## src/rtl/coeff_packer.sv

```systemverilog
// Packs reduced 12-bit coefficients eight per 96-bit RAM word for one or two
// 256-coefficient polynomials, writing consecutive addresses from base_addr.
module coeff_packer (
  input  logic        clk,
  input  logic        rst,
  input  logic        start,
  input  logic [7:0]  base_addr,
  input  logic        two_poly,
  input  logic        in_valid,
  input  logic [12:0] in_coeff,
  output logic        in_ready,
  output logic        ram_wen,
  output logic [7:0]  ram_waddr,
  output logic [95:0] ram_wdata,
  output logic        busy,
  output logic        done,
  output logic        err
);

  localparam int          SLOTS = 8;
  localparam int          CW    = 12;
  localparam logic [12:0] Q     = 13'd3329;
  localparam logic [12:0] CMAX  = 13'd6657;

  typedef enum logic [1:0] {IDLE, PACK, DRAIN, DONE} state_t;

  state_t                    state, state_nxt;
  logic [7:0]                base_q;
  logic                      two_q;
  logic [2:0]                slot;
  logic [5:0]                word_idx;
  logic [SLOTS-1:0][CW-1:0]  pbuf, word_nxt;
  logic [12:0]               red;
  logic                      xfer, last_word, word_full;

  assign xfer      = (state == PACK) && in_valid;
  assign red       = (in_coeff >= Q) ? in_coeff - Q : in_coeff;
  assign word_full = (slot == 3'd7);
  // Last word index is 31 for one polynomial, 63 for two.
  assign last_word = (word_idx == {two_q, 5'h1f});

  // Buffer view including this cycle's coefficient, so slot 7 is written directly to RAM.
  for (genvar k = 0; k < SLOTS; k++) begin : g_slot
    assign word_nxt[k] = (xfer && slot == 3'(k)) ? red[CW-1:0] : pbuf[k];
  end

  always_ff @(posedge clk) begin
    if (rst) state <= IDLE;
    else     state <= state_nxt;
  end

  always_comb begin
    state_nxt = state;
    case (state)
      IDLE:    if (start) state_nxt = PACK;
      PACK:    if (xfer && word_full && last_word) state_nxt = DRAIN;
      DRAIN:   state_nxt = DONE;
      DONE:    state_nxt = IDLE;
      default: state_nxt = IDLE;
    endcase
  end

  always_comb begin
    in_ready = (state == PACK);
    busy     = (state == PACK) || (state == DRAIN);
    done     = (state == DONE);
  end

  always_ff @(posedge clk) begin
    if (rst) begin
      base_q    <= '0;
      two_q     <= 1'b0;
      slot      <= '0;
      word_idx  <= '0;
      pbuf      <= '0;
      err       <= 1'b0;
      ram_wen   <= 1'b0;
      ram_waddr <= '0;
      ram_wdata <= '0;
    end else begin
      ram_wen <= 1'b0;
      if (state == IDLE && start) begin
        base_q   <= base_addr;
        two_q    <= two_poly;
        slot     <= '0;
        word_idx <= '0;
        err      <= 1'b0;
      end
      if (xfer) begin
        pbuf <= word_nxt;
        slot <= slot + 3'd1;
        if (in_coeff > CMAX) err <= 1'b1;
        if (word_full) begin
          ram_wen   <= 1'b1;
          ram_waddr <= base_q + {2'b00, word_idx};
          ram_wdata <= word_nxt;
          word_idx  <= word_idx + 6'd1;
        end
      end
    end
  end

endmodule

```

## config.mk

```make
export PLATFORM = sky130hd
export DESIGN_NAME = coeff_packer
export DESIGN_NICKNAME = d
export VERILOG_FILES = /design/src/rtl/coeff_packer.sv
export SDC_FILE = /design/constraint.sdc
export NUM_CORES = 1
export LEC_CHECK = 0
export CORE_UTILIZATION = 50
export CTS_CLUSTER_SIZE = 16
export DETAILED_ROUTE_END_ITERATION = 10
export PLACE_DENSITY_LB_ADDON = 0.15
export SLEW_MARGIN = 30
export SYNTH_ARGS = -nofsm -noshare
export SYNTH_HDL_FRONTEND = slang
export SYNTH_SLANG_ARGS = --single-unit
```

## constraint.sdc

```tcl
create_clock -name clk -period 3.3 [get_ports clk]
set_input_delay 0.33 -clock clk [delete_from_list [all_inputs] [get_ports clk]]
set_output_delay 0.33 -clock clk [all_outputs]
set_load 0.01 [all_outputs]
```

==> results.py, run 1 <==
# Auto-generated metrics
metrics = {
    "layout": {
        "num-multi-input-gates": 695,
        "nFillCells": 1481,
        "nonClockBufferCount": 169,
        "nNetsFinal": 1159,
        "inverters_excl_clock": 15,
        "clkCellAreaFrac": 0.0577,
        "seqCellArea_mm2": 0.00420,
        "combGateArea_mm2": 0.00414,
        "top_regs": "ram_wdata x96, pbuf x84",
        "comb_share": 0.378,
        "syn_to_final_growth_pct": 25.5,
        "utilization": 0.651,
    },
    "synthesis": {
        "edf_count": 0,
        "synth_area_mm2": 0.00872,
        "synth_top_area_share": 0.482,
        "top_area_cell": "dfxtp_1",
        "yosys_area_mm2": 0.00872,
        "avgSynthCellArea_um2": 8.70,
        "ys_cells": 1002,
    },
    "final_timing": {
        "worst_clock_skew_ns": 0.0118,
        "rsz0062_at_grt": "no",
        "period_used_share": 0.782,
        "hold_violations": 0,
        "finalSetupViolations": 0,
        "holdWs_ns": 0.266,
    },
    "pwr": {
        "power.total_uw": 5610,
    },
    "routing": {
        "m1WireLength_um": 11000,
        "dr.pass1.iters": 5,
        "wl_met2_um": 11200,
        "via_count": 7901,
        "wl_met3_um": 1470,
    },
    "global_route": {
        "grtUsageMet1": 0.369,
        "track_usage": 0.266,
        "gr-max-usage-layer": "met2",
        "grtUsageMet3": 0.0355,
        "grt_use_met2": 0.428,
        "overflow": 0,
        "grt_start_max_net_pins": 75,
    },
    "run": {
        "warnings": 35,
        "cap_violations": 0,
    },
    "status": {
        "status": "finished, final reports clean",
    },
    "critical_path": {
        "cp_slowest_stage_delay_ns": 0.54,
        "path_cells": "inv_1 > ha_1 > buf_4 > clkdlybuf4s50_1",
        "crit_type": "register to output pin",
        "reg2reg_slack_ns": 0.77,
        "reg2reg_from": "state[1]$_SDFFE_PP0P_",
        "critPathTopFamily": "buffers and inverters",
        "crit_fanout": 17,
        "rr_worst_depth": 6,
        "worstPathRequired_ns": 2.97,
        "crit_path_end": "in_ready",
        "r2r-end": "ram_wdata[64]$_SDFFE_PP0P_",
    },
    "clock_network": {
        "clk_pin_slew_ns": 0.06,
        "cts_tree": "done",
        "clk_latency_ns": 0.50,
        "clockRootBuffer": "clkbuf_16",
        "cts_resized": 0,
    },
    "floorplan": {
        "io-pin-count": 135,
        "rows": 47,
        "fp.dieArea_mm2": 0.0180,
        "die_w_um": 134,
        "fp_util": 0.519,
    },
    "placement": {
        "port_buffers": 134,
    },
    "worst_hold_path": {
        "hold_path.class": "input pin to register",
    },
}
run 1: layout by cell type (no fill, tap or decap), types with 4 or more instances in the layout:
cell             instances
a211o_1                  8
a211oi_1                42
a21oi_1                101
a22oi_1                  8
a31oi_1                 35
and2_1                  10
and3_1                  40
and4_1                   4
buf_4                   33
clkbuf_1                 8
clkbuf_16               21
clkbuf_8                 4
clkdlybuf4s50_1        133
dfxtp_1                210
ha_1                    20
inv_1                   13
mux2i_1                 10
nand2_1                 92
nand2b_1                 8
nand3_1                  4
nand4_1                  8
nor2_1                  98
nor3_1                  15
o211a_1                  4
o211ai_1                16
o21ai_0                 87
o21ai_2                  4
o22ai_1                 15
o31ai_1                  7
run 1: how the worst min path moves through the flow:
stage                     cells past startpoint  slack, ns                          to                        from
after floorplan                               2       0.44      base_q[6]$_SDFFE_PP0P_      base_q[6]$_SDFFE_PP0P_
after global placement                        2       0.44  ram_wdata[74]$_SDFFE_PP0P_  ram_wdata[74]$_SDFFE_PP0P_
after detailed placement                      2       0.45  ram_wdata[85]$_SDFFE_PP0P_  ram_wdata[85]$_SDFFE_PP0P_
after CTS                                     2       0.25      base_q[5]$_SDFFE_PP0P_                         rst
after global routing                          2       0.28      base_q[4]$_SDFFE_PP0P_                         rst
final                                         2       0.27      base_q[5]$_SDFFE_PP0P_                         rst
run 1: where the power goes:
group,total (µW),switching (µW),internal (µW)
sequential,2670,48.3,2620
clock,2230,959,1270
combinational,723,464,259
total,5610,1470,4140
run 1: logic make-up after synthesis:
logic type,count (synthesis),synth area share
AOI/OAI and AO/OA,356,0.254
and+or+nand+nor,301,0.166
adders and majority gates,21,0.0310
muxes,11,0.0128
xor gates and xnor gates,6,0.00904
buffers and inverters,97,0.0448
DFF,210,0.482
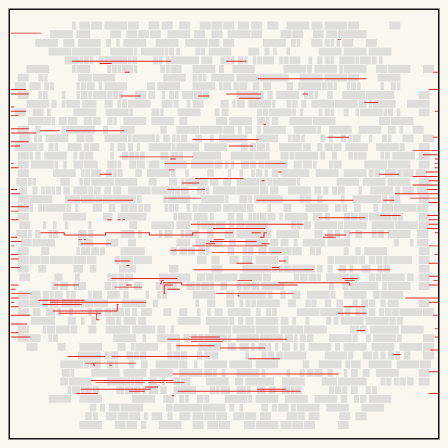
run_1/layer_met3.png
main direction = horizontal
wire length on this layer = 1470 µm

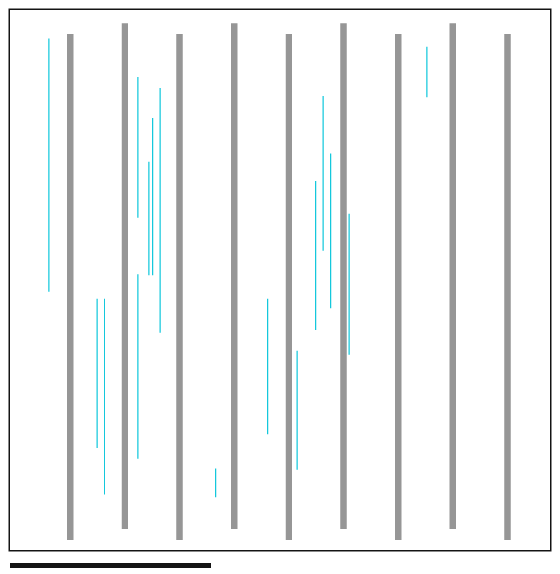
run_1/layer_met4.png
The bar under the picture is 50 µm long. Supply wires on this layer in gray.
longest straight run = 62.6 µm
main direction = vertical
nets with wire on the layer = 12

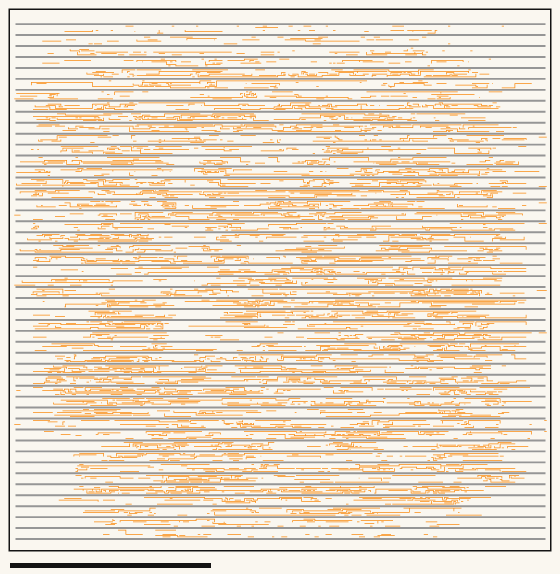
run_1/layer_met1.png
The bar under the picture is 50 µm long. Supply wires on this layer in gray.
wire length on this layer = 11000 µm
nets with wire on the layer = 1061
main direction = horizontal

==> inputs of run 2 (changes only) <==
Clock period 3.3 ns to 2.6 ns, I/O delays scaled along.
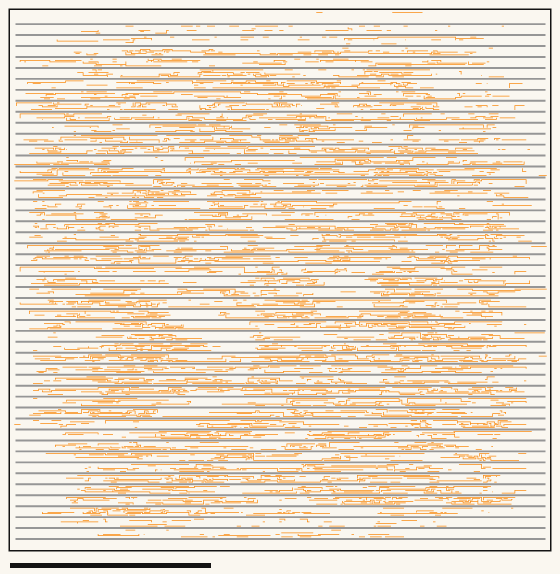
run_2/layer_met1.png
The bar under the picture is 50 µm long. Supply wires on this layer in gray.
main direction = horizontal
wire length on this layer = 11100 µm
share of all routed wire = 46%
longest straight run = 39.1 µm
nets with wire on the layer = 1088

==> results.py, run 2 <==
# Auto-generated metrics
metrics = {
    "clock_network": {
        "cts_setup_buffers": 0,
        "clockRootBuffer": "clkbuf_16",
        "cts_resized": 0,
        "cts_tree": "done",
        "clk_latency_ns": 0.51,
        "clk_pin_slew_ns": 0.06,
    },
    "routing": {
        "drt-wirelength-per-cell_um": 17.6,
        "wirelength_um": 24400,
        "highest_layer": "met4",
        "drt.antenna.violating_nets": 0,
        "via_per_inst": 5.84,
        "drt_iter0_drc": 656,
        "dr.pass1.iters": 5,
        "via_count": 8079,
        "m1WireLength_um": 11100,
        "wl_met2_um": 11400,
        "wl_met3_um": 1290,
    },
    "critical_path": {
        "reg2reg_from": "state[1]$_SDFFE_PP0P_",
        "rr_worst_depth": 8,
        "r2r-end": "ram_wdata[63]$_SDFFE_PP0P_",
        "worstPathRequired_ns": 2.34,
        "crit_fanout": 12,
        "reg2reg_slack_ns": 0.35,
        "startpoint_type": "register",
        "worstPathArrival_ns": 2.18,
        "crit_type": "register to output pin",
        "worst_setup_path_end_kind": "output pin",
    },
    "run": {
        "warnings": 35,
        "cap_violations": 0,
    },
    "global_route": {
        "grtUsageMet1": 0.378,
        "grt_use_met2": 0.426,
        "grt_start_max_net_pins": 74,
        "grtUsageMet3": 0.0321,
        "gr-max-usage-layer": "met2",
        "grt_pass1_wl_um": 38800,
        "track_usage": 0.269,
        "overflow": 0,
    },
    "synthesis": {
        "avgSynthCellArea_um2": 8.70,
        "synthTopCellsByArea": "dfxtp_1 (48%), a21oi_1 (5.8%), o21ai_0 (5.0%)",
        "ys_cells": 1002,
        "synthDistinctLibCells": 70,
        "synth_top_area_share": 0.482,
        "common_cells": "dfxtp_1 (210), a21oi_1 (101), nor2_1 (98)",
        "edf_count": 0,
        "synth_area_mm2": 0.00872,
        "yosysWarningCount": 0,
        "flop_cell": "dfxtp_1",
        "fp_nets": 1049,
        "yosys_area_mm2": 0.00872,
        "top_area_cell": "dfxtp_1",
    },
    "pwr": {
        "p_comb_uw": 981,
        "p_seq_uw": 3380,
        "leakage_uw": 0.00429,
        "power_leader": "sequential cells",
        "clockPowerShare": 0.413,
        "seq_power_share": 0.455,
        "p_sw_uw": 1920,
        "ir_drop_mv": 0.605,
        "pwr-share-comb": 0.132,
        "pwr.group.clock_uw": 3070,
        "intPower_uw": 5510,
        "power.total_uw": 7430,
        "swShare": 0.258,
    },
    "layout": {
        "top_register": "ram_wdata",
        "instances_no_fill": 1383,
        "layout_top_cells_excl_fill_tap": "dfxtp_1 (210), clkdlybuf4s50_1 (133), a21oi_1 (101)",
        "layout-drive-gt1-share": 0.113,
        "largest_reg_flops": 96,
        "syn_to_final_growth_pct": 30.0,
        "lay_top_count": "dfxtp_1",
        "nNetsFinal": 1197,
        "antenna_cells": 0,
        "top_regs": "ram_wdata x96, pbuf x84",
    },
    "placement": {
        "dp_hpwl_um": 16500,
        "place_inst": 1346,
        "port_buffers": 134,
        "pre_cts_ws_ns": -0.0875,
    },
    "floorplan": {
        "fp_util": 0.519,
        "fp.dieArea_mm2": 0.0180,
        "rows": 47,
        "die_w_um": 134,
        "core_area_mm2": 0.0168,
        "io-pin-count": 135,
    },
    "worst_hold_path": {
        "hold_path.class": "input pin to register",
        "whs_endpoint": "slot[0]$_SDFFE_PP0P_",
        "hold_path.startpoint": "rst",
        "hold_depth": 2,
    },
    "final_timing": {
        "hold_violations": 0,
        "rsz0062_at_grt": "no",
        "holdWs_ns": 0.142,
        "min_period_ns": 2.44,
        "worst_pin_slew_ns": 0.890,
        "worst_clock_skew_ns": 0.0178,
        "finalSetupViolations": 0,
        "period_used_share": 0.938,
        "finalMaxSlewViolations": 0,
    },
    "status": {
        "status": "finished, final reports clean",
    },
}
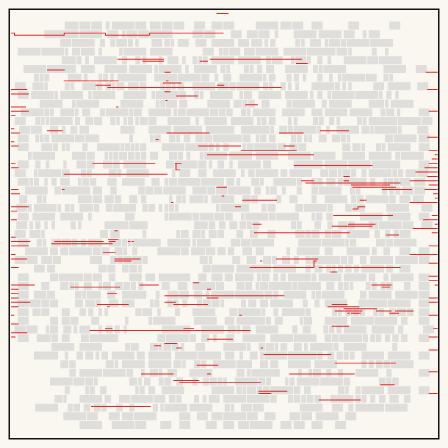
run_2/layer_met3.png
nets with wire on the layer = 140
main direction = horizontal

==> run 2: cell count changes in the layout (fill, tap and decap cells not counted), sizes merged <==
cell	change
buf	+37
bufinv	+2
clkbuf	-5
clkinv	+4
==> run 2: cell type report <==
| class | instances | area (µm²) |
|---|---|---|
| Multi-Input combinational cell | 695 | 4130 |
| Clock buffer | 28 | 593 |
| Sequential cell | 210 | 4200 |
| Fill cell | 1413 | 5480 |
| Tap cell | 220 | 275 |
| Timing Repair Buffer | 206 | 1970 |
| Inverter | 15 | 56.3 |
| Clock inverter | 9 | 113 |
==> run 2: cell families after synthesis <==
kind of cell | synth area share
XOR/XNOR | 0.00904
AND/OR/NAND/NOR | 0.166
adder cells (fa/ha/maj) | 0.0310
multiplexers | 0.0128
AND-OR/OR-AND | 0.254
flip-flops | 0.482
buffers and inverters | 0.0448
==> run 2: critical path: stages (launching register included) <==
cell	delay (ns)
dfxtp_1	0.34
inv_1	0.11
ha_1	0.37
buf_4	0.24
clkdlybuf4s50_1	0.61
==> run 2: through the flow <==
stage	util	cell area [µm²]
final	0.674	11300
after detailed placement	0.632	10600
after CTS	0.674	11300
after global routing	0.674	11300
after global placement	0.632	10600
after floorplan	-	8720
==> run 2: how the worst max path moves through the flow <==
stage | start | cells after the start | slack (ns) | endpoint
after CTS | state[1]$_SDFFE_PP0P_ | 4 | 0.16 | in_ready
after floorplan | slot[0]$_SDFFE_PP0P_ | 8 | 0.59 | ram_wdata[13]$_SDFFE_PP0P_
after global placement | in_coeff[1] | 10 | 0.02 | ram_wdata[50]$_SDFFE_PP0P_
after detailed placement | in_coeff[1] | 10 | -0.09 | ram_wdata[50]$_SDFFE_PP0P_
final | state[1]$_SDFFE_PP0P_ | 4 | 0.16 | in_ready
after global routing | state[1]$_SDFFE_PP0P_ | 4 | 0.11 | in_ready
==> inputs of run 3 (changes only) <==
Settings changed: CORE_UTILIZATION 50 to 48.
Clock period 2.6 ns to 1.99 ns, I/O delays scaled along.
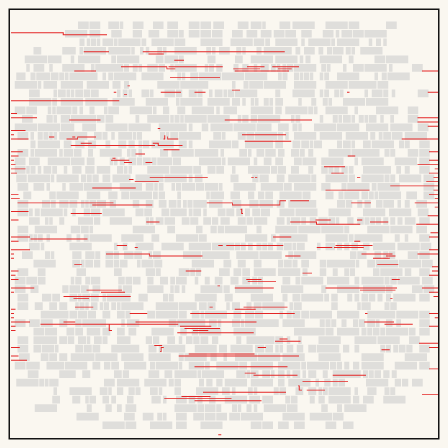
run_3/layer_met3.png
main direction = horizontal
nets with wire on the layer = 154
wire length on this layer = 1520 µm
share of all routed wire = 5.8%

==> results.py, run 3 <==
# Auto-generated metrics
metrics = {
    "status": {
        "status": "finished, final reports clean",
    },
    "critical_path": {
        "worst_setup_path_end_kind": "register",
        "crit_fanout": 8,
        "worstPathArrival_ns": 2.29,
        "rr_worst_depth": 6,
        "reg2reg_slack_ns": 0.08,
        "reg2reg_from": "word_idx[1]$_SDFF_PP0_",
        "worstPathRequired_ns": 2.34,
        "startpoint": "in_coeff[0]",
        "r2r-end": "ram_waddr[7]$_SDFFE_PP0P_",
        "crit_type": "input pin to register",
        "startpoint_type": "input pin",
        "crit_path_end": "pbuf[15]$_SDFFE_PP0P_",
    },
    "synthesis": {
        "ys_ff": 210,
        "ys_sh_mux": 0.0128,
        "yosys_area_mm2": 0.00872,
        "compound_area_frac": 0.254,
        "synthSimpleGateAreaFrac": 0.166,
        "xor_area_frac": 0.00904,
        "fp_nets": 1049,
        "synthTopCellsByArea": "dfxtp_1 (48%), a21oi_1 (5.8%), o21ai_0 (5.0%)",
        "common_cells": "dfxtp_1 (210), a21oi_1 (101), nor2_1 (98)",
        "ys_cells": 1002,
        "synthDistinctLibCells": 70,
        "logic_family": "AND-OR/OR-AND gates",
        "top_area_cell": "dfxtp_1",
        "fa_ha_area_frac": 0.0310,
        "flop_cell": "dfxtp_1",
        "synth_area_mm2": 0.00872,
        "avgSynthCellArea_um2": 8.70,
        "yosysWarningCount": 0,
        "synth_top_area_share": 0.482,
        "edf_count": 0,
    },
    "clock_network": {
        "clk_pin_slew_ns": 0.06,
        "clk_latency_ns": 0.52,
        "clockBufferDepth": 3,
        "cts_setup_buffers": 0,
        "cts_buffers": 22,
        "cts_tree": "done",
        "clockRootBuffer": "clkbuf_16",
    },
    "global_route": {
        "overflow": 0,
        "grt_pass1_wl_um": 40000,
        "grt_start_max_net_pins": 76,
        "track_usage": 0.274,
    },
    "placement": {
        "placed_cell_area_mm2": 0.0111,
        "port_buffers": 134,
        "dp_hpwl_um": 17400,
    },
    "final_timing": {
        "period_used_share": 0.972,
        "finalMaxSlewViolations": 0,
        "worst_pin_slew_ns": 0.749,
        "worst_clock_skew_ns": 0.0215,
        "finalSetupViolations": 0,
        "rsz0062_at_grt": "yes",
        "hold_violations": 0,
        "min_period_ns": 1.94,
    },
    "routing": {
        "drt.antenna.violating_nets": 0,
        "via_count": 8306,
        "wirelength_um": 26300,
        "via_per_inst": 5.77,
        "drt_iter0_drc": 648,
        "dr.pass1.iters": 5,
        "drt-wirelength-per-cell_um": 18.2,
    },
    "layout": {
        "top_regs": "ram_wdata x96, pbuf x84",
        "antenna_cells": 0,
        "syn_to_final_growth_pct": 37.5,
        "top_register": "ram_wdata",
        "largest_reg_flops": 96,
        "nNetsFinal": 1247,
        "nFillCells": 1466,
        "layout_top_cells_excl_fill_tap": "dfxtp_1 (210), clkdlybuf4s50_1 (130), buf_4 (105)",
        "final_area_mm2": 0.0120,
        "layout-drive-gt1-share": 0.168,
        "lay_top_count": "dfxtp_1",
    },
    "floorplan": {
        "chipHeight_um": 137,
        "core_area_mm2": 0.0175,
        "die_w_um": 137,
        "io-pin-count": 135,
        "fp_util": 0.497,
        "rows": 48,
        "fp.dieArea_mm2": 0.0187,
    },
    "worst_hold_path": {
        "hold_path.startpoint": "base_addr[7]",
        "whs_endpoint": "base_q[7]$_SDFFE_PP0P_",
        "hold_path.class": "input pin to register",
        "hold_depth": 3,
    },
    "pwr": {
        "leakage_uw": 0.00463,
        "ir_drop_mv": 0.792,
    },
    "run": {
        "warnings": 36,
    },
}
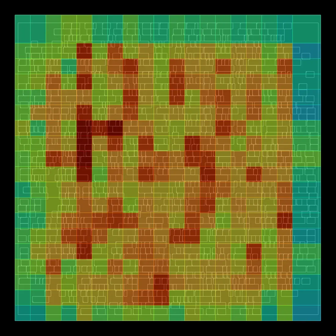
run_3/congestion.png
met3 Track Usage GR: 0.0296
gr busiest metal: met2
final core utilization: 0.684
met2 usage: 0.438
M1 GR Usage: 0.389

run 3: logic make-up (layout without fill, tap and decap cells):
logic type      Yosys count  count (layout)
simple gates            301             302
buf+inv                  97             309
fa+ha+maj                21              21
compound gates          356             356
mux                      11              11
xor+xnor                  6               6
flops                   210             210
run 3: where the power goes:
| group | leakage (µW) | switching (µW) | internal (µW) |
|---|---|---|---|
| Clock | 0.000366 | 1680 | 2430 |
| Combinational | 0.00257 | 877 | 645 |
| Sequential | 0.00169 | 73.0 | 4340 |
run 3: layout make-up:
cell class,instances,area [µm²],share of cell area
sequential,210,4200,0.351
multi-input combinational,696,4260,0.356
clock inverter,7,75.1,0.00626
timing repair buffer,255,2450,0.205
inverter,15,56.3,0.00469
tap,225,282,0.0235
clock buffer,32,658,0.0549
run 3: stage by stage:
stage / power [µW] / setup slack [ns] / hold WS, ns / util / instances
4_1_cts: 10000 / 0.0103 / 0.231 / 0.675 / 1436
2_1_floorplan: 5260 / 0.0298 / 0.335 / - / 1002
3_5_place_dp: 5940 / -0.553 / 0.446 / 0.631 / 1396
5_1_grt: 10400 / -0.0741 / 0.270 / 0.684 / 1440
3_3_place_gp: 5920 / -0.516 / 0.438 / 0.631 / 1396
6_report: 10000 / 0.0547 / 0.240 / 0.684 / 1440
run 3: critical path, cell delays in order:
cell,delay [ns]
clkdlybuf4s50_1,0.46
ha_2,0.21
or2_2,0.33
nor4_4,0.25
buf_4,0.19
nor2_4,0.10
a22oi_4,0.30
buf_12,0.17
a211oi_1,0.07
run 3: per-layer routing:
metal / track usage / part of all wire / vias up
li1: - / - / 4022
met1: 0.389 / 0.45 / 3929
met2: 0.438 / 0.47 / 303
met3: 0.0296 / 0.058 / 52
met4: 0.0806 / 0.026 / 0
met5: 0 / 0 / -
Power is estimated from default activity; no workload was simulated.
